### src/rtl/matmul_pkg.sv
// matmul_pkg: shared definitions for the 2x2 matrix-multiply sequencer.
// Holds the FSM state encoding and the default sizing constants.
package matmul_pkg;

   // Sequencer states: idle, multiplier strobe, regfile write, accumulate, complete
   typedef enum logic [2:0] {
      ST_IDLE = 3'd0,
      ST_MULT = 3'd1,
      ST_LOAD = 3'd2,
      ST_ADD  = 3'd3,
      ST_DONE = 3'd4
   } state_t;

   // Number of A/B element products per 2x2 by 2x2 operation
   localparam int NUM_ENTRIES_DEFAULT = 8;

   // Maximum number of ADD-state wait cycles when the accumulate timeout is built in
   localparam int ADD_TIMEOUT_DEFAULT = 15;

endpackage

### src/rtl/matmul_entry_counter.sv
// matmul_entry_counter: product index for the sequencer.
// Provides the element select / regfile address, with a synchronous clear,
// an increment and a flag marking the final product of an operation.
module matmul_entry_counter #(
   parameter int NUM_ENTRIES = 8
) (
   input  logic                           clock,
   input  logic                           clear,
   input  logic                           increment,
   output logic [$clog2(NUM_ENTRIES)-1:0] entry_index,
   output logic                           last
);

   localparam int IDX_W = $clog2(NUM_ENTRIES);

   // Clear has priority so a reset or return to idle always lands on entry 0
   always_ff @(posedge clock) begin
      if (clear) begin
         entry_index <= '0;
      end else if (increment) begin
         entry_index <= entry_index + IDX_W'(1);
      end
   end

   assign last = (entry_index == IDX_W'(NUM_ENTRIES - 1));

endmodule

### src/rtl/matmul_sequencer.sv
// matmul_sequencer: control FSM for a 2x2 by 2x2 matrix multiply.
// Walks the element products through MULT/LOAD pairs, waits in ADD for the
// accumulator, then pulses done and counts the completed result.
// Optional feature: define MATMUL_SEQ_ADD_TIMEOUT_EN to abandon an ADD wait
// after ADD_TIMEOUT cycles with a timeout_err pulse; otherwise ADD waits forever.
module matmul_sequencer
   import matmul_pkg::*;
#(
   parameter int NUM_ENTRIES = NUM_ENTRIES_DEFAULT,
   parameter int COUNT_W     = 8,
   parameter int ADD_TIMEOUT = ADD_TIMEOUT_DEFAULT
) (
   input  logic                           clock,
   input  logic                           reset,
   input  logic                           start,
   input  logic                           add_done,
   output logic [$clog2(NUM_ENTRIES)-1:0] entry_index,
   output logic                           multiply,
   output logic                           load,
   output logic                           add,
   output logic                           busy,
   output logic                           done,
   output logic                           timeout_err,
   output logic [COUNT_W-1:0]             matrix_count
);

   state_t state;
   logic   last_entry;
   logic   entry_clear;
   logic   entry_inc;

   // A zero timeout would make ADD give up before the accumulator could answer
   if (ADD_TIMEOUT < 1) begin : g_bad_timeout
      $error("matmul_sequencer: ADD_TIMEOUT must be at least 1");
   end

   // Index returns to 0 whenever idle (and across reset); it advances only
   // when a LOAD finishes a product that is not the last one
   assign entry_clear = reset || (state == ST_IDLE) || (state == ST_DONE);
   assign entry_inc   = (state == ST_LOAD) && !last_entry;

   matmul_entry_counter #(
      .NUM_ENTRIES (NUM_ENTRIES)
   ) u_entry_counter (
      .clock       (clock),
      .clear       (entry_clear),
      .increment   (entry_inc),
      .entry_index (entry_index),
      .last        (last_entry)
   );

`ifdef MATMUL_SEQ_ADD_TIMEOUT_EN
   localparam int WAIT_W = $clog2(ADD_TIMEOUT + 1);
   logic [WAIT_W-1:0] wait_count;

   // Sequencer FSM with registered strobes and an ADD wait-cycle limit
   always_ff @(posedge clock) begin
      if (reset) begin
         state        <= ST_IDLE;
         multiply     <= 1'b0;
         load         <= 1'b0;
         add          <= 1'b0;
         busy         <= 1'b0;
         done         <= 1'b0;
         timeout_err  <= 1'b0;
         matrix_count <= '0;
         wait_count   <= '0;
      end else begin
         multiply    <= 1'b0;
         load        <= 1'b0;
         done        <= 1'b0;
         timeout_err <= 1'b0;
         unique case (state)
            ST_IDLE: begin
               if (start) begin
                  state    <= ST_MULT;
                  multiply <= 1'b1;
                  busy     <= 1'b1;
               end
            end
            ST_MULT: begin
               state <= ST_LOAD;
               load  <= 1'b1;
            end
            ST_LOAD: begin
               if (last_entry) begin
                  state      <= ST_ADD;
                  add        <= 1'b1;
                  wait_count <= '0;
               end else begin
                  state    <= ST_MULT;
                  multiply <= 1'b1;
               end
            end
            ST_ADD: begin
               if (add_done) begin
                  state        <= ST_DONE;
                  add          <= 1'b0;
                  done         <= 1'b1;
                  matrix_count <= matrix_count + COUNT_W'(1);
               end else if (wait_count == WAIT_W'(ADD_TIMEOUT - 1)) begin
                  state       <= ST_DONE;
                  add         <= 1'b0;
                  timeout_err <= 1'b1;
               end else begin
                  wait_count <= wait_count + WAIT_W'(1);
               end
            end
            ST_DONE: begin
               state <= ST_IDLE;
               busy  <= 1'b0;
            end
            default: begin
               state <= ST_IDLE;
               add   <= 1'b0;
               busy  <= 1'b0;
            end
         endcase
      end
   end
`else
   assign timeout_err = 1'b0;

   // Sequencer FSM with registered strobes; ADD waits for add_done indefinitely
   always_ff @(posedge clock) begin
      if (reset) begin
         state        <= ST_IDLE;
         multiply     <= 1'b0;
         load         <= 1'b0;
         add          <= 1'b0;
         busy         <= 1'b0;
         done         <= 1'b0;
         matrix_count <= '0;
      end else begin
         multiply <= 1'b0;
         load     <= 1'b0;
         done     <= 1'b0;
         unique case (state)
            ST_IDLE: begin
               if (start) begin
                  state    <= ST_MULT;
                  multiply <= 1'b1;
                  busy     <= 1'b1;
               end
            end
            ST_MULT: begin
               state <= ST_LOAD;
               load  <= 1'b1;
            end
            ST_LOAD: begin
               if (last_entry) begin
                  state <= ST_ADD;
                  add   <= 1'b1;
               end else begin
                  state    <= ST_MULT;
                  multiply <= 1'b1;
               end
            end
            ST_ADD: begin
               if (add_done) begin
                  state        <= ST_DONE;
                  add          <= 1'b0;
                  done         <= 1'b1;
                  matrix_count <= matrix_count + COUNT_W'(1);
               end
            end
            ST_DONE: begin
               state <= ST_IDLE;
               busy  <= 1'b0;
            end
            default: begin
               state <= ST_IDLE;
               add   <= 1'b0;
               busy  <= 1'b0;
            end
         endcase
      end
   end
`endif

endmodule
### config.mk
export PLATFORM = sky130hd
export DESIGN_NAME = matmul_sequencer
export DESIGN_NICKNAME = d
export VERILOG_FILES = /design/src/rtl/matmul_pkg.sv /design/src/rtl/matmul_entry_counter.sv /design/src/rtl/matmul_sequencer.sv
export SDC_FILE = /design/constraint.sdc
export NUM_CORES = 1
export LEC_CHECK = 0
export ABC_AREA = 1
export CAP_MARGIN = 30
export CORE_ASPECT_RATIO = 0.7
export CORE_UTILIZATION = 40
export CTS_CLUSTER_DIAMETER = 40
export DETAILED_ROUTE_END_ITERATION = 10
export GPL_TIMING_DRIVEN = 0
export PLACE_DENSITY = 0.71
export SKIP_LAST_GASP = 1
export SYNTH_ARGS = -nofsm -noshare
export SYNTH_HDL_FRONTEND = slang
export SYNTH_SLANG_ARGS = --single-unit
export TNS_END_PERCENT = 50
### constraint.sdc
create_clock -name clock -period 1.4 [get_ports clock]
set_input_delay 0.14 -clock clock [delete_from_list [all_inputs] [get_ports clock]]
set_output_delay 0.14 -clock clock [all_outputs]
set_load 0.01 [all_outputs]
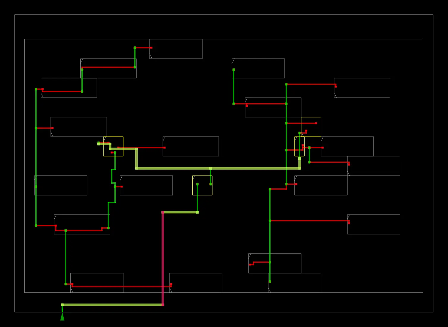
*Clock routing, run 1*
clock buffer count: 4
TritonCTS Buffers: 3
clk pwr: 0.282 mW
flip-flops: 19
count of clock tree sinks: 19

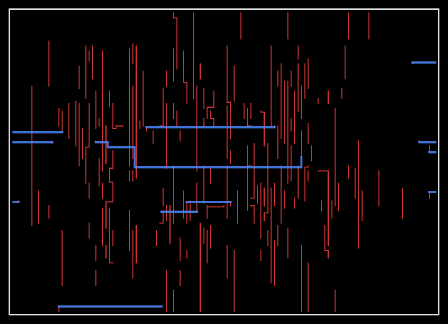
*Wiring by layer, run 1*
Two of the layers only.
metal 2 -> red  # wire length 782 um
metal 3 -> blue  # wire length 94.6 um
Final Routed Wirelength: 1.77 mm
average wire length per cell after detail routing: 10.2 um
routed vias: 799
Total Routing Usage GR: 16.3%

==> tab_implementation.tex, run 1 <==
% Auto-generated results table
\begin{tabular}{lr}
\hline
Metric & Value \\
\hline
\multicolumn{2}{l}{\textbf{Status}} \\
\quad Outcome & completed \\
\multicolumn{2}{l}{\textbf{Global routing}} \\
\quad First-pass GRT wire length & 2.97 mm \\
\quad Met3 track demand over resource & 6.85\% \\
\quad Initial antenna violation count & 0 \\
\quad Met1 usage & 23.1\% \\
\quad Highest-utilization routing layer at the global route stage & met1 \\
\quad Via count of the first global-routing pass & 656 \\
\quad Met2 GRT Util & 22.5\% \\
\multicolumn{2}{l}{\textbf{Yosys}} \\
\quad Gate Count Post-Synth & 122 \\
\quad Cell taking the most area after synthesis & sky130\_fd\_sc\_hd\_\_dfxtp\_1 \\
\quad Post-synthesis sequential element count & 19 \\
\quad Chip area line of the yosys report & 892 sq um \\
\quad Synth Cell Area & 892 sq um \\
\quad Net Count, Synth & 129 \\
\quad Xor/xnor cell area share of the yosys netlist & 0\% \\
\quad Mean area per synthesized cell & 7.31 sq um \\
\quad Share of synthesized cell area in full adder, half adder and majority cells & 4.21\% \\
\quad Post-synthesis cell count from yosys & 122 \\
\quad Synth logic family & simple AND/OR/NAND/NOR gates \\
\quad Post-synthesis compound-gate area fraction & 6.59\% \\
\quad Mux area share & 0\% \\
\quad Proportion of synthesized chip area in sequential cells & 42.6\% \\
\quad Share of Yosys cell area claimed by the top area cell type & 42.6\% \\
\quad Post-synthesis share of cell area spent on and, or, nand and nor gates & 37.4\% \\
\quad Synth warn & 0 \\
\multicolumn{2}{l}{\textbf{Clock network}} \\
\quad CTS H-tree depth & 1 \\
\quad CTS Root Buffer Type & sky130\_fd\_sc\_hd\_\_clkbuf\_4 \\
\quad Max clock buf depth & 2 \\
\quad Clock transition at the registers of the reported paths & 0.11 ns \\
\multicolumn{2}{l}{\textbf{Routing}} \\
\quad Met1 layer wirelength in the final routing & 882 um \\
\quad Ratio of routed vias to standard cells & 4.59 \\
\quad DRC violation count after routing & 0 \\
\quad Number of antenna-violating nets in the routed design & 0 \\
\quad Number of DRC markers after the initial detailed-route iteration & 13 \\
\quad Highest signal layer in the routed design & met4 \\
\multicolumn{2}{l}{\textbf{Setup path}} \\
\quad Worst reg-to-reg path cell count & 6 \\
\quad Startpoint-to-endpoint class of the critical path & flop to output port \\
\quad Endpoint of the lowest-slack register-to-register path & u\_entry\_counter.entry\_index[0] \\
\quad Critical Path, Cell by Cell & clkdlybuf4s50\_1 \\
\quad Endpoint arrival time on the critical path & 1.23 ns \\
\quad Highest fanout seen on the critical path & 4 \\
\quad Maximum cell stage delay along the critical path & 0.55 ns \\
\quad Number of logic stages on the critical path including buffering & 1 \\
\quad Startpoint Class & flop \\
\quad Worst flop-to-flop path startpoint & u\_entry\_counter.entry\_index[0] \\
\quad Worst setup EP type & output port \\
\multicolumn{2}{l}{\textbf{Place}} \\
\quad Placement-stage cell area & 0.00111 sq mm \\
\quad Number of buffers added on ports & 18 \\
\quad Worst setup slack after placement & 0.0345 ns \\
\quad Final weighted congestion of routability-driven global placement & 0.811 \\
\multicolumn{2}{l}{\textbf{STA}} \\
\quad Slew Viols, Final & 0 \\
\quad Final setup skew & 0.00308 ns \\
\quad WHS & 0.110 ns \\
\quad Endpoints failing hold & 0 \\
\quad Setup slack of the critical path after layout & 0.0274 ns \\
\quad Final tally of setup violations & 0 \\
\quad Setup repair after global routing missed its margin & true \\
\multicolumn{2}{l}{\textbf{Worst hold path}} \\
\quad Startpoint of the worst hold path & reset \\
\quad Min-Delay Path Depth & 2 \\
\quad HP Class & input port to flop \\
\multicolumn{2}{l}{\textbf{Power and ir drop}} \\
\quad Leakage power & 0.504 nW \\
\quad Cell area power density & 860 mW/mm\^{}2 \\
\multicolumn{2}{l}{\textbf{Cells and area}} \\
\quad Storage cell area & 389 sq um \\
\quad Fillcell total & 198 \\
\quad Multi-input combinational area share & 38.4\% \\
\quad Fraction of layout instances using a drive strength above 1 & 16.7\% \\
\quad Final non-clock buffer share & 17.3\% \\
\quad Ant. Diodes & 0 \\
\quad Clock distribution area overhead in the final layout & 2.27\% \\
\quad Summed area of non-filler cells in the final layout & 0.00116 sq mm \\
\quad Fraction of area in registers & 33.6\% \\
\quad Area-dominant class & logic gates \\
\quad Combinational gates & 84 \\
\multicolumn{2}{l}{\textbf{Floorplanning}} \\
\quad Tapcell Cnt & 30 \\
\quad Initial Utilization & 45.3\% \\
\quad Height of the die & 41.5 um \\
\quad Floorplan core area & 0.00197 sq mm \\
\quad DIE WIDTH & 58.4 um \\
\hline
\end{tabular}
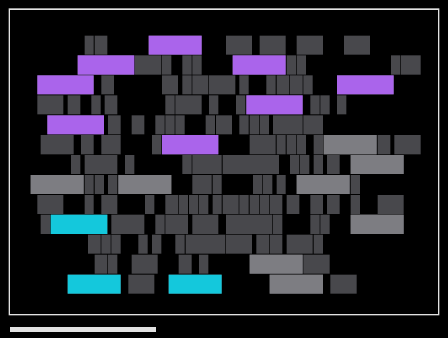
*Where the registers sit, run 1*
Scale bar: 20 um. Other sequential cells in the stronger gray, the rest of the logic in the fainter gray.
u_entry_counter.entry_index -> cyan  # placed flops 3
matrix_count -> purple  # placed flops 8
not colored = 8

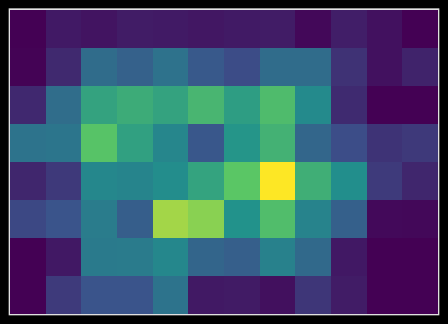
*Routed metal per tile, run 1*
The die is cut into 12 by 8 equal tiles; dark purple is low, yellow is high, scaled to the fullest tile. Values are wire area over tile area, all layers added.
tiles over half the peak = 19%
fullest tile = 0.40
mean over tiles = 0.12
nearly empty tiles = 12%
densest ninth of the die = center

run 1: power breakdown:
group / switching, mW / leakage (nW) / internal [mW]
Sequential: 0.0156 / 0.158 / 0.559
Combinational: 0.0781 / 0.331 / 0.0603
Clock: 0.171 / 0.0150 / 0.111
Total: 0.264 / 0.504 / 0.731
run 1: cells in the final DEF (no fill, tap or decap), types with 2 or more instances in the layout:
master / netlist / layout
sky130_fd_sc_hd__nand2_1: 29 / 29
sky130_fd_sc_hd__nor2_1: 20 / 20
sky130_fd_sc_hd__clkdlybuf4s50_1: 0 / 17
sky130_fd_sc_hd__inv_1: 15 / 14
sky130_fd_sc_hd__dfxtp_1: 19 / 12
sky130_fd_sc_hd__nand3_1: 9 / 9
sky130_fd_sc_hd__a21oi_1: 9 / 9
sky130_fd_sc_hd__dfxtp_2: 0 / 7
sky130_fd_sc_hd__clkbuf_4: 0 / 3
sky130_fd_sc_hd__buf_2: 2 / 2
sky130_fd_sc_hd__nor2_4: 2 / 2
sky130_fd_sc_hd__nor2_2: 2 / 2
sky130_fd_sc_hd__nand3_2: 3 / 2
sky130_fd_sc_hd__ha_1: 3 / 2
run 1: state kept, by name, indices dropped and copies added, names as in the netlist:
name                         cells
busy                             1
add                              1
matrix_count                     8
u_entry_counter.entry_index      3
done                             1
state                            3
load                             1
multiply                         1
run 1: Yosys cell counts:
| cell | n |
|---|---|
| sky130_fd_sc_hd__buf_4 | 1 |
| sky130_fd_sc_hd__nor2_1 | 20 |
| sky130_fd_sc_hd__nor2b_1 | 1 |
| sky130_fd_sc_hd__nor2_4 | 2 |
| sky130_fd_sc_hd__nand3_2 | 3 |
| sky130_fd_sc_hd__ha_1 | 3 |
| sky130_fd_sc_hd__clkinv_1 | 1 |
| sky130_fd_sc_hd__buf_2 | 2 |
| sky130_fd_sc_hd__nand4_1 | 1 |
| sky130_fd_sc_hd__a21o_2 | 1 |
| sky130_fd_sc_hd__dfxtp_1 | 19 |
| sky130_fd_sc_hd__o21ai_0 | 1 |
| sky130_fd_sc_hd__conb_1 | 1 |
| sky130_fd_sc_hd__a21oi_1 | 9 |
| sky130_fd_sc_hd__nor2_2 | 2 |
| sky130_fd_sc_hd__inv_1 | 15 |
| sky130_fd_sc_hd__nand2_1 | 29 |
| sky130_fd_sc_hd__or2_1 | 1 |
| sky130_fd_sc_hd__nand3_1 | 9 |
| sky130_fd_sc_hd__nand4_4 | 1 |
run 1: stage by stage:
step                      util (%)  TNS, ns  instances
final                         58.8        0        174
after global routing          58.8   -0.120        174
after CTS                     57.9  -0.0545        174
after detailed placement      56.4        0        170
after global placement        56.4        0        170
after floorplan                  -        0        122
run 1: what timing repair did:
action                                  CTS  global route
hold buffers                              0             0
endpoints found under the hold margin     0             0
pin swaps                                 0             1
endpoints found under the setup margin    6            12
resized                                   3             8
setup buffers                             0             0
run 1: worst max path at each step:
stage,from,to
after floorplan,u_entry_counter.entry_index[0],u_entry_counter.entry_index[0]
after global placement,u_entry_counter.entry_index[0],u_entry_counter.entry_index[0]
after detailed placement,u_entry_counter.entry_index[0],u_entry_counter.entry_index[0]
after CTS,matrix_count[2],matrix_count[2]
after global routing,matrix_count[0],matrix_count[0]
final,matrix_count[6],matrix_count[6]
--- run 2 (diff from run 1) ---
GPL_TIMING_DRIVEN = 1   (was 0)
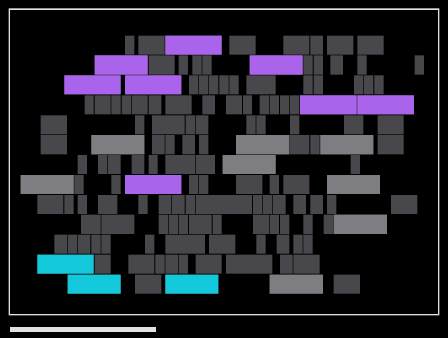
*Where the registers sit, run 2*
Scale bar: 20 um. Other sequential cells in the stronger gray, the rest of the logic in the fainter gray.
matrix_count -> purple  # placed flops 8
u_entry_counter.entry_index -> cyan  # placed flops 3
not colored = 8

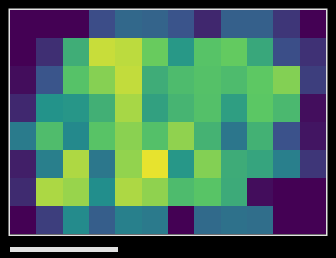
*Cell density map, run 2*
Scale bar: 20 um. The die is cut into 12 by 8 equal tiles; dark purple is low, yellow is high, 0 to 100% covered.
nearly empty tiles = 12%
tiles over 75% full = 19%
mean over tiles = 46%
emptiest ninth of the die = south-east
densest ninth of the die = center
fullest tile = 97%

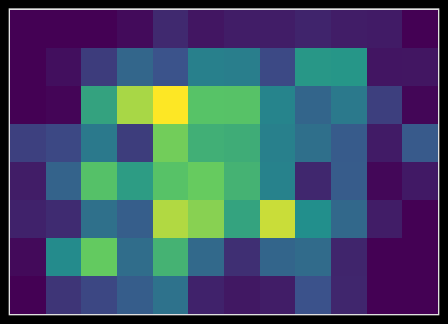
*Routed metal per tile, run 2*
The die is cut into 12 by 8 equal tiles; dark purple is low, yellow is high, scaled to the fullest tile. Values are wire area over tile area, all layers added.
densest ninth of the die = center
tiles over half the peak = 22%
nearly empty tiles = 16%

==> run 2 against run 1 <==
  * Clock skew up 0.0046 ns
  * Core utilization up 0.25 points
  * Clock power down 2%
  * Critical endpoint is now matrix_count[5]
==> tab_implementation.tex, run 2 <==
% Auto-generated results table
\begin{tabular}{lr}
\hline
Metric & Value \\
\hline
\multicolumn{2}{l}{\textbf{Clock network}} \\
\quad Count of clock tree sinks & 19 \\
\quad CTS H-tree depth & 1 \\
\quad CTS Root Buffer Type & sky130\_fd\_sc\_hd\_\_clkbuf\_4 \\
\quad Number of hold buffers added after CTS & 0 \\
\quad Max clock buf depth & 2 \\
\quad TritonCTS Buffers & 3 \\
\quad Clock transition at the registers of the reported paths & 0.10 ns \\
\multicolumn{2}{l}{\textbf{Floorplanning}} \\
\quad Floorplan core area & 0.00197 sq mm \\
\quad Height of the die & 41.5 um \\
\quad DIE WIDTH & 58.4 um \\
\multicolumn{2}{l}{\textbf{Power and ir drop}} \\
\quad Cell area power density & 853 mW/mm\^{}2 \\
\multicolumn{2}{l}{\textbf{Routing}} \\
\quad Average wire length per cell after detail routing & 10.1 um \\
\quad DRC violation count after routing & 0 \\
\quad Number of DRC markers after the initial detailed-route iteration & 33 \\
\quad Routed vias & 787 \\
\quad Ratio of routed vias to standard cells & 4.52 \\
\quad Number of antenna-violating nets in the routed design & 0 \\
\quad Final Routed Wirelength & 1.76 mm \\
\multicolumn{2}{l}{\textbf{Yosys}} \\
\quad Most frequent cells after synthesis & 29 x sky130\_fd\_sc\_hd\_\_nand2\_1, 20 x sky130\_fd\_sc\_hd\_\_nor2\_1, 19 x sky130\_fd\_sc\_hd\_\_dfxtp\_1 \\
\quad Synth warn & 0 \\
\quad Post-synth EDFFs & 0 \\
\quad Top cell type by instance count after synthesis & sky130\_fd\_sc\_hd\_\_nand2\_1 \\
\quad Commonest flop & sky130\_fd\_sc\_hd\_\_dfxtp\_1 \\
\quad Cell taking the most area after synthesis & sky130\_fd\_sc\_hd\_\_dfxtp\_1 \\
\quad Gate Count Post-Synth & 122 \\
\quad Net Count, Synth & 129 \\
\quad Post-synthesis sequential element count & 19 \\
\quad Share of Yosys cell area claimed by the top area cell type & 42.6\% \\
\multicolumn{2}{l}{\textbf{Global routing}} \\
\quad Met3 track demand over resource & 6.54\% \\
\quad Met2 GRT Util & 19.1\% \\
\quad Total Routing Usage GR & 15.7\% \\
\quad Initial antenna violation count & 0 \\
\quad Via count of the first global-routing pass & 634 \\
\quad Highest-utilization routing layer at the global route stage & met1 \\
\quad First-pass GRT wire length & 2.86 mm \\
\quad Met1 usage & 24.5\% \\
\multicolumn{2}{l}{\textbf{STA}} \\
\quad Setup slack of the critical path after layout & 0.0177 ns \\
\quad Endpoints failing hold & 0 \\
\quad Final tally of setup violations & 0 \\
\quad Slew Viols, Final & 0 \\
\quad Final setup skew & 0.00767 ns \\
\multicolumn{2}{l}{\textbf{Cells and area}} \\
\quad Largest reg by FF count & matrix\_count \\
\quad Fraction of layout instances using a drive strength above 1 & 16.0\% \\
\quad Top Registers & matrix\_count: 8 flops, state: 3 flops, u\_entry\_counter.entry\_index: 3 flops \\
\quad Top logic cell by instance count in the layout & sky130\_fd\_sc\_hd\_\_nand2\_1 \\
\quad Ant. Diodes & 0 \\
\quad Most frequent logic cells in the routed design & 29 x sky130\_fd\_sc\_hd\_\_nand2\_1, 20 x sky130\_fd\_sc\_hd\_\_nor2\_1, 19 x sky130\_fd\_sc\_hd\_\_clkdlybuf4s50\_1, 14 x sky130\_fd\_sc\_hd\_\_inv\_1, 12 x sky130\_fd\_sc\_hd\_\_dfxtp\_1 \\
\quad Number of flip-flops under the largest register name & 8 \\
\multicolumn{2}{l}{\textbf{Setup path}} \\
\quad Worst setup EP type & output port \\
\quad Maximum cell stage delay along the critical path & 0.56 ns \\
\quad Startpoint-to-endpoint class of the critical path & flop to output port \\
\quad Critical Path, Cell by Cell & clkdlybuf4s50\_1 \\
\quad Capturing instance or port of the critical path & matrix\_count[5] \\
\quad CP Data Required Time & 1.26 ns \\
\quad Startpoint Class & flop \\
\quad Critical Path Start & matrix\_count[5] \\
\quad Worst reg-to-reg path cell count & 6 \\
\quad Worst flop-to-flop path startpoint & u\_entry\_counter.entry\_index[0] \\
\quad Number of logic stages on the critical path including buffering & 1 \\
\quad Endpoint of the lowest-slack register-to-register path & u\_entry\_counter.entry\_index[0] \\
\multicolumn{2}{l}{\textbf{Place}} \\
\quad Final weighted congestion of routability-driven global placement & 0.828 \\
\quad Number of placed cells counting well taps & 169 \\
\quad Number of buffers added on ports & 19 \\
\quad Worst setup slack after placement & 0.0413 ns \\
\multicolumn{2}{l}{\textbf{Status}} \\
\quad Outcome & completed \\
\multicolumn{2}{l}{\textbf{Worst hold path}} \\
\quad Min-Delay Path Depth & 3 \\
\hline
\end{tabular}
[run 2: cell counts after synthesis]
No cell type changed its count.
[run 2: logic make-up (layout without fill, tap and decap cells)]
family,count (synthesis),count (layout),synth area share (%)
AOI/OAI and AO/OA,11,11,6.59
buffers and inverters,19,41,8.70
and+or+nand+nor,69,69,37.4
adders and majority gates,3,3,4.21
other,1,1,0.420
DFF,19,19,42.6
[run 2: per-layer routing]
| metal | wire, um | vias to the layer above |
|---|---|---|
| li1 | - | 421 |
| met3 | 90 | 2 |
| met2 | 710 | 23 |
| met1 | 936 | 341 |
| met5 | 0 | - |
| met4 | 17 | 0 |
[run 2: area by class of cell]
| type | count | area, sq um |
|---|---|---|
| Inverter | 16 | 60.1 |
| Timing Repair Buffer | 21 | 205 |
| Multi-Input combinational cell | 84 | 444 |
| Fill cell | 191 | 806 |
| Clock buffer | 4 | 26.3 |
| Tap cell | 30 | 37.5 |
| Sequential cell | 19 | 389 |
[run 2: timing repair]
item / in CTS / in global routing
hold endpoints to repair: 0 / 0
gates resized: 2 / 8
pin swaps: 0 / 1
setup buffers: 0 / 1
endpoints found under the setup margin: 5 / 14
[run 2: how the worst min path moves through the flow]
| stage | start | end | slack (ns) |
|---|---|---|---|
| floorplan | start | busy | 0.30 |
| global placement | busy | busy | 0.45 |
| detailed placement | u_entry_counter.entry_index[2] | u_entry_counter.entry_index[2] | 0.48 |
| CTS | start | multiply | 0.43 |
| global route | start | multiply | 0.46 |
| finish | start | multiply | 0.45 |
[run 2: power by group]
part,internal (mW),switching (mW)
clock network,0.111,0.166
logic,0.0611,0.0715
registers,0.559,0.0227
total,0.731,0.260
[run 2: per-stage QoR]
stage / area (sq um) / hold WS, ns / setup TNS, ns / utilization (%)
2_1_floorplan: 892 / 0.305 / 0 / -
3_3_place_gp: 1110 / 0.454 / 0 / 56.4
3_5_place_dp: 1110 / 0.478 / 0 / 56.4
4_1_cts: 1140 / 0.434 / -0.0448 / 57.9
5_1_grt: 1160 / 0.458 / -0.115 / 59.1
6_report: 1160 / 0.447 / 0 / 59.1
Power figures rest on the tool's default switching activity, not on a simulated workload.
